<file path="config.mk">
export PLATFORM = sky130hd
export DESIGN_NAME = imem_loader
export DESIGN_NICKNAME = d
export VERILOG_FILES = /design/src/rtl/imem_loader.sv
export SDC_FILE = /design/constraint.sdc
export NUM_CORES = 1
export LEC_CHECK = 0
export ABC_AREA = 1
export CORE_ASPECT_RATIO = 1.2
export CORE_UTILIZATION = 55
export DETAILED_ROUTE_END_ITERATION = 16
export PLACE_DENSITY = 0.87
export SYNTH_ARGS = -nofsm -noshare
export SYNTH_HDL_FRONTEND = slang
export SYNTH_SLANG_ARGS = --single-unit
</file>
<file path="constraint.sdc">
create_clock -name clk -period 3.66 [get_ports clk]
set_input_delay 0.732 -clock clk [delete_from_list [all_inputs] [get_ports clk]]
set_output_delay 0.732 -clock clk [all_outputs]
set_load 0.05 [all_outputs]
</file>
<file path="src/rtl/imem_loader.sv">
// Program loader: parses SYNC/LEN/data/CSUM byte frames, writes little-endian words into
// instruction memory and holds the core in reset until a frame loads with a good checksum.
module imem_loader #(
    parameter int                  PC_WIDTH   = 32,
    parameter int                  INST_WIDTH = 32,
    parameter logic [PC_WIDTH-1:0] BASE_ADDR  = {PC_WIDTH{1'b0}},
    parameter int                  MAX_WORDS  = 256,
    parameter logic [7:0]          SYNC_BYTE  = 8'hA5
) (
    input  logic                  clk,
    input  logic                  reset,
    input  logic                  rx_valid,
    input  logic [7:0]            rx_data,
    output logic                  rx_ready,
    output logic                  wr_en,
    output logic [PC_WIDTH-1:0]   wr_addr,
    output logic [INST_WIDTH-1:0] wr_data,
    output logic                  cpu_rst,
    output logic                  done,
    output logic                  err,
    output logic [15:0]           words_ld
);

    typedef enum logic [2:0] {
        ST_IDLE = 3'd0,
        ST_LEN0 = 3'd1,
        ST_LEN1 = 3'd2,
        ST_DATA = 3'd3,
        ST_CSUM = 3'd4,
        ST_DONE = 3'd5,
        ST_ERR  = 3'd6
    } state_t;

    localparam logic [15:0] MAX_LEN = 16'(MAX_WORDS);

    state_t                  state_r;
    state_t                  next_state_s;
    logic                    rx_ready_r;
    logic                    wr_en_r;
    logic [PC_WIDTH-1:0]     wr_addr_r;
    logic [INST_WIDTH-1:0]   wr_data_r;
    logic                    cpu_rst_r;
    logic                    done_r;
    logic                    err_r;
    logic [15:0]             words_ld_r;
    logic [15:0]             len_r;
    logic [15:0]             word_idx_r;
    logic [1:0]              byte_cnt_r;
    logic [23:0]             shift_r;
    logic [7:0]              csum_r;
    logic                    accept_s;
    logic                    last_byte_s;
    logic [15:0]             len_in_s;
    logic                    done_s;
    logic                    err_s;
    logic                    cpu_rst_s;

    assign accept_s    = rx_valid & rx_ready_r;
    assign len_in_s    = {rx_data, len_r[7:0]};
    assign last_byte_s = (byte_cnt_r == 2'd3) && (word_idx_r == (len_r - 16'd1));

    // State register.
    always_ff @(posedge clk) begin
        if (reset) begin
            state_r <= ST_IDLE;
        end else begin
            state_r <= next_state_s;
        end
    end

    // Next-state decode; advances only on an accepted byte.
    always_comb begin
        next_state_s = state_r;
        if (accept_s) begin
            case (state_r)
                ST_IDLE, ST_DONE, ST_ERR: begin
                    if (rx_data == SYNC_BYTE) next_state_s = ST_LEN0;
                    else                      next_state_s = state_r;
                end
                ST_LEN0: next_state_s = ST_LEN1;
                ST_LEN1: begin
                    if (len_in_s > MAX_LEN)        next_state_s = ST_ERR;
                    else if (len_in_s == 16'd0)    next_state_s = ST_CSUM;
                    else                           next_state_s = ST_DATA;
                end
                ST_DATA: begin
                    if (last_byte_s) next_state_s = ST_CSUM;
                    else             next_state_s = ST_DATA;
                end
                ST_CSUM: begin
                    if (rx_data == csum_r) next_state_s = ST_DONE;
                    else                   next_state_s = ST_ERR;
                end
                default: next_state_s = ST_IDLE;
            endcase
        end else begin
            next_state_s = state_r;
        end
    end

    // Status outputs decoded from the upcoming state so they register alongside it.
    always_comb begin
        done_s    = (next_state_s == ST_DONE);
        err_s     = (next_state_s == ST_ERR);
        cpu_rst_s = (next_state_s != ST_DONE);
    end

    // Datapath: byte packing, checksum, write strobe and status registers.
    always_ff @(posedge clk) begin
        if (reset) begin
            rx_ready_r <= 1'b0;
            wr_en_r    <= 1'b0;
            wr_addr_r  <= BASE_ADDR;
            wr_data_r  <= {INST_WIDTH{1'b0}};
            cpu_rst_r  <= 1'b1;
            done_r     <= 1'b0;
            err_r      <= 1'b0;
            words_ld_r <= 16'd0;
            len_r      <= 16'd0;
            word_idx_r <= 16'd0;
            byte_cnt_r <= 2'd0;
            shift_r    <= 24'd0;
            csum_r     <= 8'd0;
        end else begin
            rx_ready_r <= 1'b1;
            wr_en_r    <= 1'b0;
            cpu_rst_r  <= cpu_rst_s;
            done_r     <= done_s;
            err_r      <= err_s;
            if (accept_s) begin
                case (state_r)
                    ST_IDLE, ST_DONE, ST_ERR: begin
                        if (rx_data == SYNC_BYTE) begin
                            csum_r     <= 8'd0;
                            byte_cnt_r <= 2'd0;
                            word_idx_r <= 16'd0;
                            words_ld_r <= 16'd0;
                        end
                    end
                    ST_LEN0: len_r[7:0]  <= rx_data;
                    ST_LEN1: len_r[15:8] <= rx_data;
                    ST_DATA: begin
                        csum_r     <= csum_r ^ rx_data;
                        byte_cnt_r <= byte_cnt_r + 2'd1;
                        case (byte_cnt_r)
                            2'd0:    shift_r[7:0]   <= rx_data;
                            2'd1:    shift_r[15:8]  <= rx_data;
                            2'd2:    shift_r[23:16] <= rx_data;
                            default: begin
                                wr_en_r    <= 1'b1;
                                wr_data_r  <= INST_WIDTH'({rx_data, shift_r});
                                wr_addr_r  <= BASE_ADDR + (PC_WIDTH'(word_idx_r) << 2'd2);
                                words_ld_r <= words_ld_r + 16'd1;
                                word_idx_r <= word_idx_r + 16'd1;
                            end
                        endcase
                    end
                    default: begin
                    end
                endcase
            end
        end
    end

    assign rx_ready = rx_ready_r;
    assign wr_en    = wr_en_r;
    assign wr_addr  = wr_addr_r;
    assign wr_data  = wr_data_r;
    assign cpu_rst  = cpu_rst_r;
    assign done     = done_r;
    assign err      = err_r;
    assign words_ld = words_ld_r;

endmodule
</file>
==> images/clock_map.png <==
Drawn at 2 px/um.
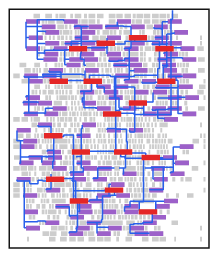
legend:
  red:
    item: cells driving clock nets
    count: 17
  blue:
    item: clock wires
    length: 1600 um
  purple:
    item: flip-flops
    count: 138
flops lie: all over the die

==> images/port_nets.png <==
Drawn at 4 px/um.
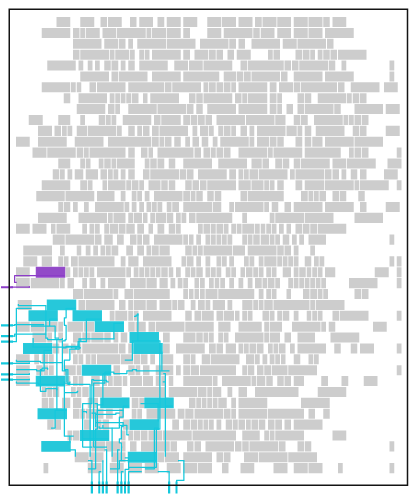
legend:
  cyan:
    port: words_ld
    bits: 16
    direction: output
    end_cells: 16
    buffers: 16
    wire: 653 um
  purple:
    port: err
    bits: 1
    direction: output
    end_cells: 1
    buffers: 1
    wire: 19.1 um

==> impl_metrics.csv <==
group,metric,value,unit
power_and_ir_drop,p_leak,0.00322,uW
finish,antenna-diode-count,0,
global_route,antenna_found_initial,0,
critical_path,endpoint_kind,"register",
final_timing,rsz0062_at_grt,"false",
global_route,grt_pass1_wl,25400,um
clock_tree,worstSkewPairLatency,0.43,ns
clock_tree,cts_setup_buffers,0,
power_and_ir_drop,power.density,453,nW/um^2
clock_tree,cts.sinks,138,
drt,m1WireLength,6670,um
placement,gp_congestion,0.932,
clock_tree,postCtsHoldBufs,0,
critical_path,r2r_slack,1.32,ns
drt,wire_per_inst,14.7,um
drt,wl_met2,7740,um
critical_path,critical-path-max-stage-delay,0.61,ns
drt,drcViolationCount,0,
synthesis,ys_ff,138,
outcome,outcome,"completed",
critical_path,crit_family,"simple AND/OR/NAND/NOR gates",
synthesis,synth_cell_types,36,
global_route,grt_usage,0.274,
synthesis,ys_area,6230,sq um
synthesis,yosys-top-cells-count,"149 x nand2_1, 138 x dfxtp_1, 111 x a21oi_1",
power_and_ir_drop,ir_drop,296,uV
drt,wl_met3,1020,um
synthesis,synth_area,6230,sq um
global_route,grt_max_degree,92,
critical_path,critical_path_class,"primary input to register",
finish,drive_gt1_frac,0.0698,
global_route,grt_pass1_vias,5354,
synthesis,top_cell_area_share,0.443,
synthesis,top_cells_by_area,"dfxtp_1 44%, nand2_1 9.0%, a21oi_1 8.9%",
final_timing,setup_viol,0,
synthesis,ys_seq_frac,0.443,
clock_tree,cts_buffer_depth,2,
final_timing,fin_skew,0.00639,ns
synthesis,edf_count,0,
final_timing,drv_slew,0,
drt,drt_iter0_drc,468,
critical_path,critPathBufInv,3,
drt,ant_nets,0,
clock_tree,cts_made_buffers,17,
floorplan,fp.dieW,99.2,um
synthesis,yosysTopAreaCell,"dfxtp_1",
drt,dr.pass1.iters,5,
clock_tree,cts-resized-gates,0,
synthesis,most_common_cell,"nand2_1",
clock_tree,cts_tree,"yes",
drt,dr_total_vias,5995,
final_timing,relSlewSlack,0.399,
finish,nets,950,
synthesis,synthArstFlopShare,0,
-- state kept, by name (all words and copies together) (netlist names) --
register,flops
len_r,16
words_ld,16
wr_data,32
word_idx_r,16
state_r,3
wr_en,1
csum_r,8
err,1
rx_ready,1
cpu_rst,1
byte_cnt_r,2
wr_addr,16
shift_r,24
done,1
-- area by class of cell --
cell class                      count  area (sq um)
Inverter                           87           327
Clock inverter                     11           155
Multi-Input combinational cell    596          2940
Sequential cell                   138          2760
Timing Repair Buffer               92           888
Tap cell                          132           165
Clock buffer                       21           470
Fill cell                         843          3330
-- report_power, final --
| group | internal, uW | switching [uW] |
|---|---|---|
| Combinational | 44.2 | 124 |
| Sequential | 1510 | 6.36 |
| Clock | 1140 | 674 |
| Total | 2690 | 804 |
-- layout by cell type (no fill, tap or decap), types with 7 or more instances in the layout --
cell | Yosys | final
a21oi_1 | 111 | 111
buf_4 | 16 | 13
clkbuf_16 | 0 | 17
clkdlybuf4s50_1 | 0 | 79
conb_1 | 1 | 16
dfxtp_1 | 138 | 138
ha_1 | 7 | 7
inv_1 | 81 | 80
nand2_1 | 149 | 149
nand3_1 | 32 | 32
nand4_1 | 10 | 10
nor2_1 | 93 | 92
nor3_1 | 18 | 18
o21ai_0 | 104 | 104
xor2_1 | 15 | 15
-- through the flow --
stage,total power (uW),utilization,area [sq um],worst slack [ns],instances
after floorplan,1680,-,6290,1.39,872
after global routing,3580,0.698,7700,0.474,1077
after global placement,1710,0.641,7080,0.505,1045
after detailed placement,1710,0.641,7080,0.405,1045
after CTS,3490,0.698,7700,0.787,1077
final,3490,0.698,7700,0.727,1077
-- logic make-up (layout without fill, tap and decap cells) --
logic type / Yosys count / in the layout / synth area share
buf+inv: 138 / 211 / 0.0960
compound gates: 227 / 227 / 0.187
fa+ha+maj: 7 / 7 / 0.0141
other cells: 1 / 16 / 0.000602
flops: 138 / 138 / 0.443
xor+xnor: 20 / 20 / 0.0281
simple gates: 326 / 326 / 0.231
-- tightest hold or removal path: stages, from the launching register on --
cell and delay (ns):
dfxtp_1 0.30, inv_1 0.06, a21oi_1 0.05
-- per-layer routing --
layer / vias up / global-route usage
met3: 33 / 0.0668
met2: 252 / 0.456
li1: 2935 / -
met1: 2775 / 0.338
met4: 0 / 0.108
met5: - / 0
-- worst paths after layout --
kind                            depth (start not counted)              to  startpoint
worst min-delay path                                    2      shift_r[9]  shift_r[9]
worst max-delay path                                   15  word_idx_r[11]  rx_data[0]
worst min register to register                          2      shift_r[9]  shift_r[9]
worst max register to register                          9   word_idx_r[4]  state_r[1]
Power and IR drop assume default switching activity.
